File: src/rtl/nv_clkgate_ctrl_if.sv
// Port bundle for the clock-gate sequencer: per-domain requests and configuration in,
// gating-cell enables and domain status out.
interface nv_clkgate_ctrl_if #(
  parameter int NUM_DOM = 4,
  parameter int CNT_W   = 8
);
  // Level protocol, no transfer handshake: dom_req held high asks for the domain clock
  // and must stay high until dom_rdy is seen; dom_rdy high means the gated clock is
  // stable and the domain is usable in that cycle. Dropping dom_req never aborts a wake.
  logic [NUM_DOM-1:0]   dom_req;
  logic [NUM_DOM-1:0]   dom_idle;
  logic [CNT_W-1:0]     cfg_hold;
  logic                 cfg_cg_disable;
  logic [NUM_DOM-1:0]   cg_en;
  logic [NUM_DOM-1:0]   dom_rdy;
  logic [NUM_DOM-1:0]   dom_gated;
  logic [2*NUM_DOM-1:0] dbg_state;

  modport master (
    output dom_req, dom_idle, cfg_hold, cfg_cg_disable,
    input  cg_en, dom_rdy, dom_gated, dbg_state
  );

  modport slave (
    input  dom_req, dom_idle, cfg_hold, cfg_cg_disable,
    output cg_en, dom_rdy, dom_gated, dbg_state
  );
endinterface

File: src/rtl/nv_clkgate_ctrl.sv
// Per-domain clock-gate sequencer: idle-hold gating, round-robin rate-limited wake-up,
// and a ready indication once each restored clock has settled.
module nv_clkgate_ctrl #(
  parameter int NUM_DOM  = 4,
  parameter int CNT_W    = 8,
  parameter int WAKE_LAT = 2,
  parameter int MAX_WAKE = 1
) (
  input logic               nvdla_core_clk,
  input logic               nvdla_core_rst,
  nv_clkgate_ctrl_if.slave  cg
);

  typedef enum logic [1:0] {
    ST_ON   = 2'd0,
    ST_OFF  = 2'd1,
    ST_WAKE = 2'd2
  } dom_state_e;

  localparam int WK_W  = (WAKE_LAT > 1) ? $clog2(WAKE_LAT) : 1;
  localparam int PTR_W = (NUM_DOM > 1) ? $clog2(NUM_DOM) : 1;
  localparam logic [WK_W-1:0] WAKE_LAST = WK_W'(WAKE_LAT - 1);

  dom_state_e         state_q [NUM_DOM];
  dom_state_e         state_d [NUM_DOM];
  logic [CNT_W-1:0]   hold_q  [NUM_DOM];
  logic [CNT_W-1:0]   hold_d  [NUM_DOM];
  logic [WK_W-1:0]    wake_q  [NUM_DOM];
  logic [WK_W-1:0]    wake_d  [NUM_DOM];
  logic [PTR_W-1:0]   ptr_q, ptr_d;
  logic [NUM_DOM-1:0] cg_en_q, cg_en_d;
  logic [NUM_DOM-1:0] rdy_q, rdy_d;
  logic [NUM_DOM-1:0] gated_q, gated_d;

  logic [NUM_DOM-1:0] quiet;
  logic [NUM_DOM-1:0] is_off;
  logic [NUM_DOM-1:0] cand;
  logic [NUM_DOM-1:0] grant;
  logic [PTR_W-1:0]   idx;
  int                 n_busy;
  int                 n_slots;
  int                 n_grant;
  int                 last_idx;
  int                 sum;

  assign quiet = cg.dom_idle & ~cg.dom_req & {NUM_DOM{~cg.cfg_cg_disable}};

  always_comb begin
    for (int d = 0; d < NUM_DOM; d++) begin
      is_off[d] = (state_q[d] == ST_OFF);
    end
  end

  assign cand = is_off & (cg.dom_req | {NUM_DOM{cg.cfg_cg_disable}});

  // A domain on its last WAKE cycle frees its slot now, so the next wake can
  // overlap its hand-off and the WAKE population never exceeds MAX_WAKE.
  always_comb begin
    n_busy   = 0;
    n_grant  = 0;
    last_idx = -1;
    sum      = 0;
    idx      = '0;
    grant    = '0;
    for (int d = 0; d < NUM_DOM; d++) begin
      if (state_q[d] == ST_WAKE && wake_q[d] != WAKE_LAST) n_busy++;
    end
    n_slots = MAX_WAKE - n_busy;
    for (int k = 0; k < NUM_DOM; k++) begin
      sum = int'(ptr_q) + k;
      if (sum >= NUM_DOM) sum = sum - NUM_DOM;
      idx = PTR_W'(sum);
      if (cand[idx] && n_grant < n_slots) begin
        grant[idx] = 1'b1;
        n_grant++;
        last_idx = sum;
      end
    end
    ptr_d = ptr_q;
    if (last_idx >= 0) ptr_d = (last_idx == NUM_DOM - 1) ? '0 : PTR_W'(last_idx + 1);
  end

  always_comb begin
    for (int d = 0; d < NUM_DOM; d++) begin
      state_d[d] = state_q[d];
      hold_d[d]  = hold_q[d];
      wake_d[d]  = wake_q[d];
      unique case (state_q[d])
        ST_ON: begin
          if (quiet[d]) begin
            if (hold_q[d] >= cg.cfg_hold) begin
              state_d[d] = ST_OFF;
              hold_d[d]  = '0;
            end else if (hold_q[d] != '1) begin
              hold_d[d] = hold_q[d] + CNT_W'(1);
            end
          end else begin
            hold_d[d] = '0;
          end
        end
        ST_OFF: begin
          if (grant[d]) begin
            state_d[d] = ST_WAKE;
            wake_d[d]  = '0;
          end
        end
        ST_WAKE: begin
          if (wake_q[d] == WAKE_LAST) begin
            state_d[d] = ST_ON;
            wake_d[d]  = '0;
          end else begin
            wake_d[d] = wake_q[d] + WK_W'(1);
          end
        end
        default: begin
          state_d[d] = ST_ON;
          hold_d[d]  = '0;
          wake_d[d]  = '0;
        end
      endcase
    end
  end

  // Outputs are decoded from next state so they are flops aligned with state_q.
  always_comb begin
    for (int d = 0; d < NUM_DOM; d++) begin
      cg_en_d[d] = (state_d[d] != ST_OFF);
      rdy_d[d]   = (state_d[d] == ST_ON);
      gated_d[d] = (state_d[d] == ST_OFF);
    end
  end

  always_ff @(posedge nvdla_core_clk or posedge nvdla_core_rst) begin
    if (nvdla_core_rst) begin
      for (int d = 0; d < NUM_DOM; d++) begin
        state_q[d] <= ST_ON;
        hold_q[d]  <= '0;
        wake_q[d]  <= '0;
      end
      ptr_q   <= '0;
      cg_en_q <= '1;
      rdy_q   <= '1;
      gated_q <= '0;
    end else begin
      for (int d = 0; d < NUM_DOM; d++) begin
        state_q[d] <= state_d[d];
        hold_q[d]  <= hold_d[d];
        wake_q[d]  <= wake_d[d];
      end
      ptr_q   <= ptr_d;
      cg_en_q <= cg_en_d;
      rdy_q   <= rdy_d;
      gated_q <= gated_d;
    end
  end

  assign cg.cg_en     = cg_en_q;
  assign cg.dom_rdy   = rdy_q;
  assign cg.dom_gated = gated_q;

  always_comb begin
    cg.dbg_state = '0;
    for (int d = 0; d < NUM_DOM; d++) begin
      cg.dbg_state[2*d +: 2] = state_q[d];
    end
  end

endmodule

File: src/flat_wrapper.sv
// flat-port wrapper written by rule: the top's interface ports become plain ports
module nv_clkgate_ctrl_flat 
#(
  parameter int NUM_DOM  = 4,
  parameter int CNT_W    = 8,
  parameter int WAKE_LAT = 2,
  parameter int MAX_WAKE = 1
)
  (nvdla_core_clk, nvdla_core_rst, cg_dom_req, cg_dom_idle, cg_cfg_hold, cg_cfg_cg_disable, cg_cg_en, cg_dom_rdy, cg_dom_gated, cg_dbg_state);
  nv_clkgate_ctrl_if #(.NUM_DOM(NUM_DOM), .CNT_W(CNT_W)) cg_i ();
  input logic nvdla_core_clk;
  input logic nvdla_core_rst;
  input wire logic [$bits(cg_i.dom_req)-1:0] cg_dom_req;
  input wire logic [$bits(cg_i.dom_idle)-1:0] cg_dom_idle;
  input wire logic [$bits(cg_i.cfg_hold)-1:0] cg_cfg_hold;
  input wire logic [$bits(cg_i.cfg_cg_disable)-1:0] cg_cfg_cg_disable;
  output wire logic [$bits(cg_i.cg_en)-1:0] cg_cg_en;
  output wire logic [$bits(cg_i.dom_rdy)-1:0] cg_dom_rdy;
  output wire logic [$bits(cg_i.dom_gated)-1:0] cg_dom_gated;
  output wire logic [$bits(cg_i.dbg_state)-1:0] cg_dbg_state;
  assign cg_i.dom_req = cg_dom_req;
  assign cg_i.dom_idle = cg_dom_idle;
  assign cg_i.cfg_hold = cg_cfg_hold;
  assign cg_i.cfg_cg_disable = cg_cfg_cg_disable;
  assign cg_cg_en = cg_i.cg_en;
  assign cg_dom_rdy = cg_i.dom_rdy;
  assign cg_dom_gated = cg_i.dom_gated;
  assign cg_dbg_state = cg_i.dbg_state;
  nv_clkgate_ctrl #(.NUM_DOM(NUM_DOM), .CNT_W(CNT_W), .WAKE_LAT(WAKE_LAT), .MAX_WAKE(MAX_WAKE)) u_core (.nvdla_core_clk(nvdla_core_clk), .nvdla_core_rst(nvdla_core_rst), .cg(cg_i));
endmodule
File: config.mk
export PLATFORM = sky130hd
export DESIGN_NAME = nv_clkgate_ctrl_flat
export DESIGN_NICKNAME = d
export VERILOG_FILES = /design/src/rtl/nv_clkgate_ctrl_if.sv /design/src/rtl/nv_clkgate_ctrl.sv /design/src/flat_wrapper.sv
export SDC_FILE = /design/constraint.sdc
export NUM_CORES = 1
export LEC_CHECK = 0
export ABC_CLOCK_PERIOD_IN_PS = 13510
export CAP_MARGIN = 40
export CELL_PAD_IN_SITES_DETAIL_PLACEMENT = 1
export CELL_PAD_IN_SITES_GLOBAL_PLACEMENT = 1
export CORE_MARGIN = 2
export CORE_UTILIZATION = 45
export CTS_CLUSTER_DIAMETER = 100
export DETAILED_ROUTE_END_ITERATION = 10
export DONT_BUFFER_PORTS = 1
export PLACE_DENSITY = 0.73
export RECOVER_POWER = 50
export SYNTH_ARGS = -nofsm -noshare
export SYNTH_HDL_FRONTEND = slang
export SYNTH_SLANG_ARGS = --single-unit
File: constraint.sdc
create_clock -name nvdla_core_clk -period 13.51 [get_ports nvdla_core_clk]
set_input_delay 2.702 -clock nvdla_core_clk [delete_from_list [all_inputs] [get_ports nvdla_core_clk]]
set_output_delay 2.702 -clock nvdla_core_clk [all_outputs]
set_load 0.1 [all_outputs]
==> run_1/gate_families.png <==
(2 px per um)
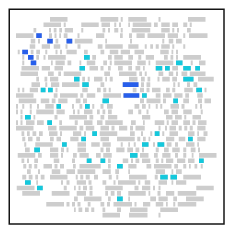
| colour | family | cells | most used |
|---|---|---|---|
| blue | XOR/XNOR gates | 8 | xnor2_1 |
| cyan | AND-OR and OR-AND gates | 38 | a21o_1 |
most used logic cell in the final layout: ha_1
fin cells: 671
Comb area share: 60.1%

==> run_1/zoom.png <==
Region (67, 67) to (92, 92) um. Cells in grey, sequential cells in the stronger grey; small squares are vias.
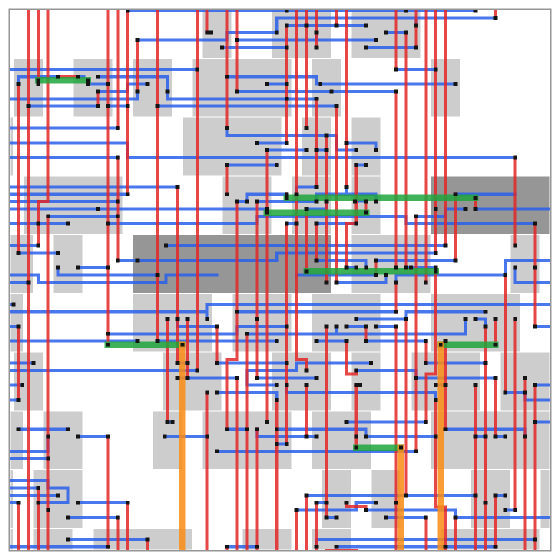
| colour | layer |
|---|---|
| orange | met4 |
| red | met2 |
| blue | met1 |
| green | met3 |
sequential cells in the window: 2
cells with their middle in the window: 39
most frequent: nor2_1 (6), inv_1 (5), ha_1 (3)
netlist names of flops here include: u_core.cg.dbg_state (1), u_core.wake_q (1)

==> flow_summary_export.csv, run 1 <==
group,metric,value,unit
outcome,run_status,"finished with violations",
outcome,violations,"capacitance limit, slew limit",
synthesis,synth_area,4740,um^2
final_layout,layout_top_cells,"70 x ha_1, 50 x dfrtp_1, 41 x o21ai_0",
synthesis,synth_top_area_share,26.4,%
worst_setup_path,crit_required,13.73,ns
power,total_power,0.425,mW
clocking,numCtsBuffers,9,
worst_setup_path,critPathKind,"reg2reg",
final_layout,fin_nets,619,
die,num_rows,37,
clocking,cts_buffer_depth,2,
final_layout,nonClkBufAreaFrac,1.32,%
power,peakVddDrop,44.2,uV
detailed_routing,drc,0,
power,p_switching,0.132,mW
detailed_routing,firstDrtPassIters,6,
final_layout,seq_cell_count,58,
power,p_int,0.294,mW
die,fp.dieH,107,um
clocking,cts_setup_buffers,0,
die,io-pin-count,39,
flow_run,cap_violations,1,
synthesis,postSynthSeqShare,30.8,%
synthesis,fp_nets,604,
synthesis,ys_warn_count,0,
synthesis,common_cells,"70 x ha_1, 50 x dfrtp_1, 41 x o21ai_0",
final_layout,n_all_buffers,12,
worst_setup_path,worst_path_largest_cell_delay,0.58,ns
global_routing,grt_pass1_wl,21600,um
worst_setup_path,crit_family,"AND-OR/OR-AND gates",
worst_hold_path,min_path_type,"reg2reg",
power,seq_power_share,46.0,%
sta,rsz0062_at_grt,"no",
synthesis,adder_share,18.5,%
place,dpl_cell_area,5130,um^2
sta,slew_violations,59,
clocking,path_clk_slew,0.07,ns
sta,fmaxAchievable,132,MHz
clocking,htree_levels,3,
worst_setup_path,crit_path_end_kind,"register",
die,tap_cells,136,
final_layout,largest_class,"multi-input combinational cells",
sta,period_minus_slack,7.58,ns
synthesis,ys_cells,515,
synthesis,top_area_cell,"dfrtp_1",
sta,hold_viol_final,0,
die,fp_util,46.2,%
final_layout,area_growth,8.15,%
detailed_routing,drtIter0Drc,171,
final_layout,clock_area_share,3.85,%
die,chip_area,11400,um^2
detailed_routing,via_per_inst,5.98,
synthesis,yosysMostFrequentCell,"ha_1",
clocking,cts_resized,0,
==> run_1/final_congestion.png <==
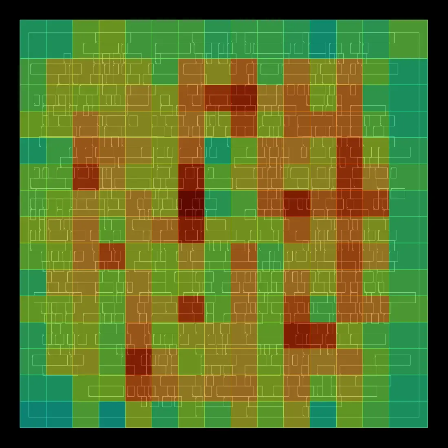
GRT busiest layer: met2
grt met2 use: 41.9%
utilization after layout: 49.9%
Global Route Usage Sum: 24.4%
WL/cell: 19.4 um

==> run_1/met1.png <==
(2 px per um)
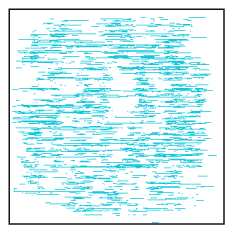
nets with wire on the layer: 572
main direction: horizontal
wire length on this layer: 5770 um
share of all routed wire: 44%
DR vias: 4015
GR Util met1: 30.7%
DRT Wirelength: 13000 um

==> run 2, diff against run 1 <==
--- a/config.mk
+++ b/config.mk
@@ -5,7 +5,7 @@
 export SDC_FILE = /design/constraint.sdc
 export NUM_CORES = 1
 export LEC_CHECK = 0
-export ABC_CLOCK_PERIOD_IN_PS = 13510
+export ABC_CLOCK_PERIOD_IN_PS = 6790
 export CAP_MARGIN = 40
 export CELL_PAD_IN_SITES_DETAIL_PLACEMENT = 1
 export CELL_PAD_IN_SITES_GLOBAL_PLACEMENT = 1
@@ -14,7 +14,7 @@
 export CTS_CLUSTER_DIAMETER = 100
 export DETAILED_ROUTE_END_ITERATION = 10
 export DONT_BUFFER_PORTS = 1
-export PLACE_DENSITY = 0.73
+export PLACE_DENSITY = 0.76
 export RECOVER_POWER = 50
 export SYNTH_ARGS = -nofsm -noshare
 export SYNTH_HDL_FRONTEND = slang
==> constraint.sdc (replaced) <==
create_clock -name nvdla_core_clk -period 6.79 [get_ports nvdla_core_clk]
set_input_delay 1.358 -clock nvdla_core_clk [delete_from_list [all_inputs] [get_ports nvdla_core_clk]]
set_output_delay 1.358 -clock nvdla_core_clk [all_outputs]
set_load 0.1 [all_outputs]
==> run_2/gate_families.png <==
(2 px per um)
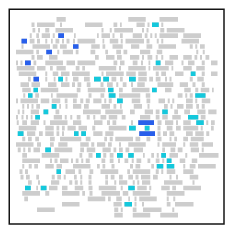
fin cells: 674
Comb area share: 59.9%

==> flow_summary_export.csv, run 2 <==
group,metric,value,unit
outcome,run_status,"finished with violations",
outcome,violations,"capacitance limit, slew limit",
synthesis,synth_area,4740,um^2
worst_setup_path,crit_family,"AND-OR/OR-AND gates",
sta,setup_viol,0,
sta,finClkSkew,0.00811,ns
worst_setup_path,critical_path_cell_count,32,
final_layout,nonClkBufAreaFrac,1.50,%
final_layout,final_common_cell,"ha_1",
final_layout,fin_nets,622,
final_layout,largest_register,"u_core.hold_q",
synthesis,ys_warn_count,0,
synthesis,ys_cells,515,
worst_setup_path,r2r_cells,32,
place,dpl_cell_area,4950,um^2
final_layout,clock_area_share,4.78,%
final_layout,logic_area,3150,um^2
global_routing,antenna_found_initial,0,
final_layout,largest_register_ffs,32,
final_layout,num-multi-input-gates,409,
global_routing,grt_use_met2,41.8,%
synthesis,common_cells,"70 x ha_1, 50 x dfrtp_1, 41 x o21ai_0",
detailed_routing,wirelength,12800,um
power,seq_power_share,42.6,%
detailed_routing,num_vias,4072,
clocking,path_clk_slew,0.08,ns
detailed_routing,drtIter0Drc,156,
worst_hold_path,min_path_type,"reg2reg",
synthesis,postSynthSeqShare,30.8,%
clocking,cts_buffer_depth,2,
power,p_switching,0.265,mW
detailed_routing,drc,0,
global_routing,grt_pass1_wl,21100,um
final_layout,fin_util,51.2,%
global_routing,grt_max_degree,59,
worst_setup_path,slowest_stage,"ha_2",
worst_setup_path,crit_required,7.05,ns
power,p_int,0.648,mW
final_layout,n_all_buffers,15,
synthesis,yosysMostFrequentCell,"ha_1",
synthesis,postSynthAreaPerCell,9.21,um^2
synthesis,adder_share,18.5,%
worst_setup_path,crit_path_end_kind,"register",
sta,hold_viol_final,0,
global_routing,grtUsageMet1,27.6,%
die,io-pin-count,39,
global_routing,top_usage_layer,"met2",
clocking,numCtsBuffers,9,
sta,fmaxAchievable,156,MHz
clocking,htree_levels,3,
die,tap_cells,136,
synthesis,fp_nets,604,
final_layout,largest_class,"multi-input combinational cells",
power,total_power,0.913,mW
die,fp_util,46.2,%
die,chip_area,11400,um^2
final_layout,layout_top_cells,"69 x ha_1, 50 x dfrtp_1, 41 x o21ai_0",
worst_setup_path,worst_path_largest_cell_delay,0.42,ns
sta,period_minus_slack,6.40,ns
die,num_rows,37,
global_routing,grt_usage,23.4,%
sta,slew_violations,59,
worst_hold_path,hold_path_depth,1,
clocking,cts_resized,2,
final_layout,drive_gt1_share,11.2,%
worst_setup_path,critPathKind,"reg2reg",
clocking,cts.sinks,58,
sta,timing.hold.ws,0.531,ns
detailed_routing,firstDrtPassIters,4,
final_layout,area_growth,10.9,%
sta,fin_ws,0.385,ns
synthesis,top_area_cell,"dfrtp_1",
die,fp.dieH,107,um
detailed_routing,via_per_inst,6.04,
synthesis,synth_top_area_share,26.4,%
clocking,cts_tree,"yes",
clocking,cts_setup_buffers,0,
final_layout,seq_cell_count,58,
flow_run,cap_violations,1,
detailed_routing,wl_per_cell,19.0,um
power,peakVddDrop,112,uV
Power is estimated from default activity; no workload was simulated.
